===== src/rtl/ssrv_dmem_delay_shim.sv =====
`default_nettype none
// ============================================================================
// Module   : ssrv_dmem_delay_shim
// Brief    : Core-to-model DMEM shim that inserts LFSR-driven wait states and
//            returns RDY_ER for illegal accesses and memory timeouts.
// Revision : 1.0 - initial release
// ============================================================================

package ssrv_dmem_shim_pkg;
    typedef enum logic {
        SCR1_MEM_CMD_RD = 1'b0,
        SCR1_MEM_CMD_WR = 1'b1
    } type_scr1_mem_cmd_e;

    typedef enum logic [1:0] {
        SCR1_MEM_WIDTH_BYTE  = 2'b00,
        SCR1_MEM_WIDTH_HWORD = 2'b01,
        SCR1_MEM_WIDTH_WORD  = 2'b10,
        SCR1_MEM_WIDTH_ERROR = 2'b11
    } type_scr1_mem_width_e;

    typedef enum logic [1:0] {
        SCR1_MEM_RESP_NOTRDY = 2'b00,
        SCR1_MEM_RESP_RDY_OK = 2'b01,
        SCR1_MEM_RESP_RDY_ER = 2'b10
    } type_scr1_mem_resp_e;
endpackage

module ssrv_dmem_delay_shim
    import ssrv_dmem_shim_pkg::*;
#(
    parameter int          AWIDTH    = 32,
    parameter int          DWIDTH    = 32,
    parameter int          MIN_DELAY = 0,
    parameter int          DELAY_W   = 3,
    parameter int          RAND_EN   = 1,
    parameter logic [15:0] LFSR_SEED = 16'hACE1,
    parameter int          TIMEOUT   = 64
) (
    input  logic                 clk,
    input  logic                 rst_n,
    input  logic                 core_dmem_req,
    input  type_scr1_mem_cmd_e   core_dmem_cmd,
    input  type_scr1_mem_width_e core_dmem_width,
    input  logic [AWIDTH-1:0]    core_dmem_addr,
    input  logic [DWIDTH-1:0]    core_dmem_wdata,
    output logic                 core_dmem_req_ack,
    output logic [DWIDTH-1:0]    core_dmem_rdata,
    output type_scr1_mem_resp_e  core_dmem_resp,
    output logic                 mem_dmem_req,
    output type_scr1_mem_cmd_e   mem_dmem_cmd,
    output type_scr1_mem_width_e mem_dmem_width,
    output logic [AWIDTH-1:0]    mem_dmem_addr,
    output logic [DWIDTH-1:0]    mem_dmem_wdata,
    input  logic [DWIDTH-1:0]    mem_dmem_rdata,
    input  type_scr1_mem_resp_e  mem_dmem_resp,
    output logic [31:0]          stat_req_cnt,
    output logic [31:0]          stat_err_cnt
);

    localparam int DLY_W = $clog2(MIN_DELAY + (1 << DELAY_W)) + 1;
    localparam int TO_W  = $clog2(TIMEOUT + 1) + 1;

    typedef enum logic [2:0] {
        ST_IDLE  = 3'd0,
        ST_WAIT  = 3'd1,
        ST_ISSUE = 3'd2,
        ST_MWAIT = 3'd3,
        ST_RESP  = 3'd4
    } state_e;

    state_e               state_q;
    logic [15:0]          lfsr_q;
    logic [15:0]          lfsr_d;
    logic [DLY_W-1:0]     dly_cnt_q;
    logic [DLY_W-1:0]     dly_load_d;
    logic [TO_W-1:0]      to_cnt_q;
    type_scr1_mem_cmd_e   cmd_q;
    type_scr1_mem_width_e width_q;
    logic [AWIDTH-1:0]    addr_q;
    logic [DWIDTH-1:0]    wdata_q;
    logic                 mem_req_q;
    type_scr1_mem_resp_e  resp_q;
    logic [DWIDTH-1:0]    rdata_q;
    logic [31:0]          req_cnt_q;
    logic [31:0]          err_cnt_q;
    logic                 illegal_d;

    function automatic logic [31:0] sat_inc(input logic [31:0] v);
        return (v == 32'hFFFF_FFFF) ? v : v + 32'd1;
    endfunction

    always_comb begin
        lfsr_d = {1'b0, lfsr_q[15:1]} ^ (lfsr_q[0] ? 16'hB400 : 16'h0000);
    end

    always_comb begin
        dly_load_d = DLY_W'(MIN_DELAY);
        if (RAND_EN != 0) begin
            dly_load_d = DLY_W'(MIN_DELAY) + DLY_W'(lfsr_q[DELAY_W-1:0]);
        end
    end

    // Alignment is judged on the captured request, not the live core inputs.
    always_comb begin
        illegal_d = 1'b0;
        case (width_q)
            SCR1_MEM_WIDTH_ERROR: illegal_d = 1'b1;
            SCR1_MEM_WIDTH_HWORD: illegal_d = addr_q[0];
            SCR1_MEM_WIDTH_WORD:  illegal_d = |addr_q[1:0];
            default:              illegal_d = 1'b0;
        endcase
    end

    assign core_dmem_req_ack = (state_q == ST_IDLE) & core_dmem_req;

    always_ff @(posedge clk or negedge rst_n) begin
        if (!rst_n) begin
            state_q   <= ST_IDLE;
            lfsr_q    <= LFSR_SEED;
            dly_cnt_q <= '0;
            to_cnt_q  <= '0;
            cmd_q     <= SCR1_MEM_CMD_RD;
            width_q   <= SCR1_MEM_WIDTH_BYTE;
            addr_q    <= '0;
            wdata_q   <= '0;
            mem_req_q <= 1'b0;
            resp_q    <= SCR1_MEM_RESP_NOTRDY;
            rdata_q   <= '0;
            req_cnt_q <= '0;
            err_cnt_q <= '0;
        end else begin
            lfsr_q    <= lfsr_d;
            mem_req_q <= 1'b0;
            resp_q    <= SCR1_MEM_RESP_NOTRDY;
            case (state_q)
                ST_IDLE: begin
                    if (core_dmem_req) begin
                        cmd_q     <= core_dmem_cmd;
                        width_q   <= core_dmem_width;
                        addr_q    <= core_dmem_addr;
                        wdata_q   <= core_dmem_wdata;
                        req_cnt_q <= sat_inc(req_cnt_q);
                        dly_cnt_q <= dly_load_d;
                        state_q   <= ST_WAIT;
                    end
                end
                ST_WAIT: begin
                    if (dly_cnt_q == '0) begin
                        if (illegal_d) begin
                            resp_q  <= SCR1_MEM_RESP_RDY_ER;
                            rdata_q <= '0;
                            state_q <= ST_RESP;
                        end else begin
                            mem_req_q <= 1'b1;
                            state_q   <= ST_ISSUE;
                        end
                    end else begin
                        dly_cnt_q <= dly_cnt_q - DLY_W'(1);
                    end
                end
                ST_ISSUE: begin
                    to_cnt_q <= TO_W'(TIMEOUT);
                    state_q  <= ST_MWAIT;
                end
                ST_MWAIT: begin
                    if ((mem_dmem_resp == SCR1_MEM_RESP_RDY_OK) ||
                        (mem_dmem_resp == SCR1_MEM_RESP_RDY_ER)) begin
                        resp_q  <= mem_dmem_resp;
                        rdata_q <= (cmd_q == SCR1_MEM_CMD_RD) ? mem_dmem_rdata : '0;
                        state_q <= ST_RESP;
                    end else if (to_cnt_q <= TO_W'(1)) begin
                        // Counter hits zero on this edge: RESP lands TIMEOUT cycles after MWAIT entry.
                        resp_q   <= SCR1_MEM_RESP_RDY_ER;
                        rdata_q  <= '0;
                        to_cnt_q <= '0;
                        state_q  <= ST_RESP;
                    end else begin
                        to_cnt_q <= to_cnt_q - TO_W'(1);
                    end
                end
                ST_RESP: begin
                    if (resp_q == SCR1_MEM_RESP_RDY_ER) begin
                        err_cnt_q <= sat_inc(err_cnt_q);
                    end
                    state_q <= ST_IDLE;
                end
                default: state_q <= ST_IDLE;
            endcase
        end
    end

    assign core_dmem_rdata = rdata_q;
    assign core_dmem_resp  = resp_q;
    assign mem_dmem_req    = mem_req_q;
    assign mem_dmem_cmd    = cmd_q;
    assign mem_dmem_width  = width_q;
    assign mem_dmem_addr   = addr_q;
    assign mem_dmem_wdata  = wdata_q;
    assign stat_req_cnt    = req_cnt_q;
    assign stat_err_cnt    = err_cnt_q;

endmodule
`default_nettype wire


===== config.mk =====
export PLATFORM = sky130hd
export DESIGN_NAME = ssrv_dmem_delay_shim
export DESIGN_NICKNAME = d
export VERILOG_FILES = /design/src/rtl/ssrv_dmem_delay_shim.sv
export SDC_FILE = /design/constraint.sdc
export NUM_CORES = 1
export LEC_CHECK = 0
export CORE_UTILIZATION = 41
export DETAILED_ROUTE_END_ITERATION = 10
export GPL_ROUTABILITY_DRIVEN = 0
export MAX_ROUTING_LAYER = met4
export PLACE_DENSITY_LB_ADDON = 0.15
export SLEW_MARGIN = 20
export SYNTH_ARGS = -nofsm -noshare
export SYNTH_HDL_FRONTEND = slang
export SYNTH_SLANG_ARGS = --single-unit

===== constraint.sdc =====
create_clock -name clk -period 2.35 [get_ports clk]
set_clock_uncertainty 0.1 [all_clocks]
set_input_delay 0.235 -clock clk [delete_from_list [all_inputs] [get_ports clk]]
set_output_delay 0.235 -clock clk [all_outputs]
set_load 0.02 [all_outputs]

==> Changelog: implementation <==
## Implementation

- Seq/total area: 0.412
- Non-clock inverter total of the final layout: 18
- Clock network contribution to total cell area: 0.0488
- Drt drc: 0
- Vias per Instance: 4.82
- Final Max Slew Viols: 0
- MUX share of area: 0.00540
- Avg WL per Cell: roughly 15 um
- Top-count cell post-synth: nand2_1
- Hold crit path type: primary input to flip-flop
- Worst slew pin tran: approximately 0.75 ns
- Buffers excl. clock: just over 300
- Status: finished clean
- CTS tree: done
- Combinational gates: 525
- Yosys adder share: 0.0108
- Clk network pwr share: 0.224
- Setup crit end kind: flip-flop
- Most frequent cells in the layout: 268 x clkdlybuf4s50_1, 231 x nand2_1, 189 x dfrtp_1
- Ys flop type: dfrtp_1
- Final HPWL DP: 14.0 mm
- Placed cells: between 1000 and 1500
- Drt initial violations: 339
- Storage element area: 0.00494 mm2
- Comb power frac: 0.396
- Num Clock Sinks: roughly 200
- WHS: around 0.22 ns
- Comb pwr: 5.08 mW
- Met2 Wirelength: 9.16 mm
- Synth cell count leaders: 231 x nand2_1, 189 x dfrtp_1, 39 x xnor2_1
- Highest metal used: met4
- Logic share of the area: 0.252
- Slew margin rel.: 0.499
- Hold Path Depth: 3
- First-pass GRT wire length: ~32 mm
- Fillers: between 1500 and 2000
- Max stage delay on crit path: between 0.5 and 0.6 ns
- Compound Share, Synth: 0.0666
- Worst path slowest cell: or4b_4
- Initial antenna violation count: 0
- Worst r2r dst: stat_req_cnt[31]$_DFFE_PN0P_
- Comb area leader: simple AND/OR/NAND/NOR gates
- Cell count listed in synth_stat.txt: 765
==> images/m4.png <==
The bar under the picture is 50 um long. Supply wires on this layer in gray.
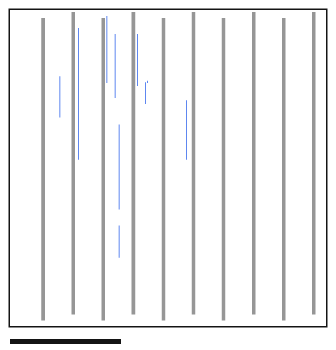
main direction	vertical
nets with wire on the layer	6

==> images/route_heat.png <==
The bar under the picture is 50 um long. 29 x 29 tiles, from dark purple (low) to yellow (high), scaled to the fullest tile. Values are wire area over tile area, all layers added.
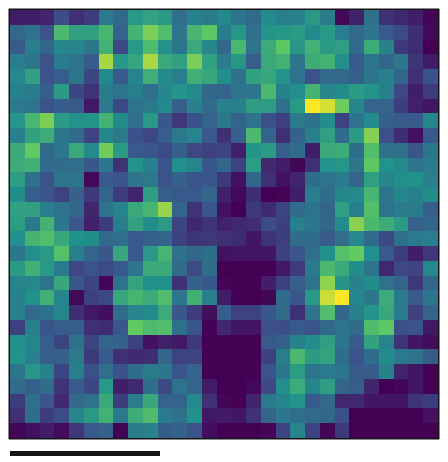
mean over tiles	0.15
tiles over half the peak	21%
nearly empty tiles	6.7%
fullest tile	0.45

==> images/placed.png <==
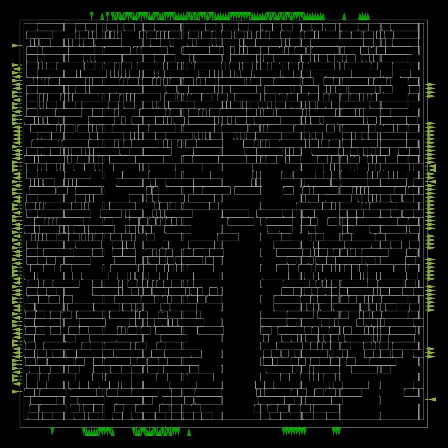
fin util: 0.619
post-route insts no fill: 1344
Row Count: 51

==> images/ff_map.png <==
Other sequential cells in the stronger gray, the rest of the logic in the fainter gray.
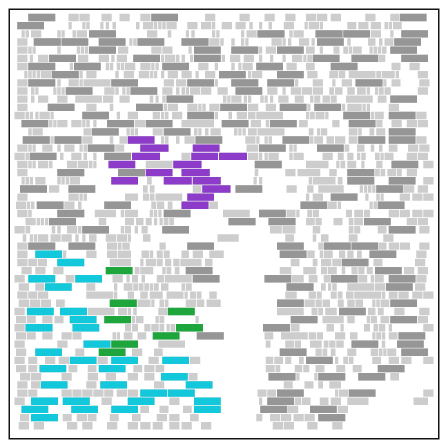
color	signal	sequential cells
purple	lfsr_q	16
cyan	core_dmem_rdata	32
green	to_cnt_q	8
not colored	141

==> images/clock_wires.png <==
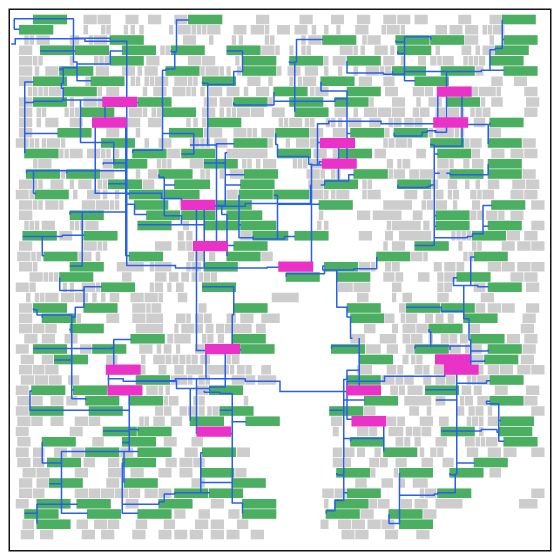
[green] flip-flops | count: 197
[magenta] clock-net drivers | count: 17
[blue] clock wires | length: 2310 um
routed clock nets	18
flops lie	all over the die

Power and IR drop assume default switching activity.
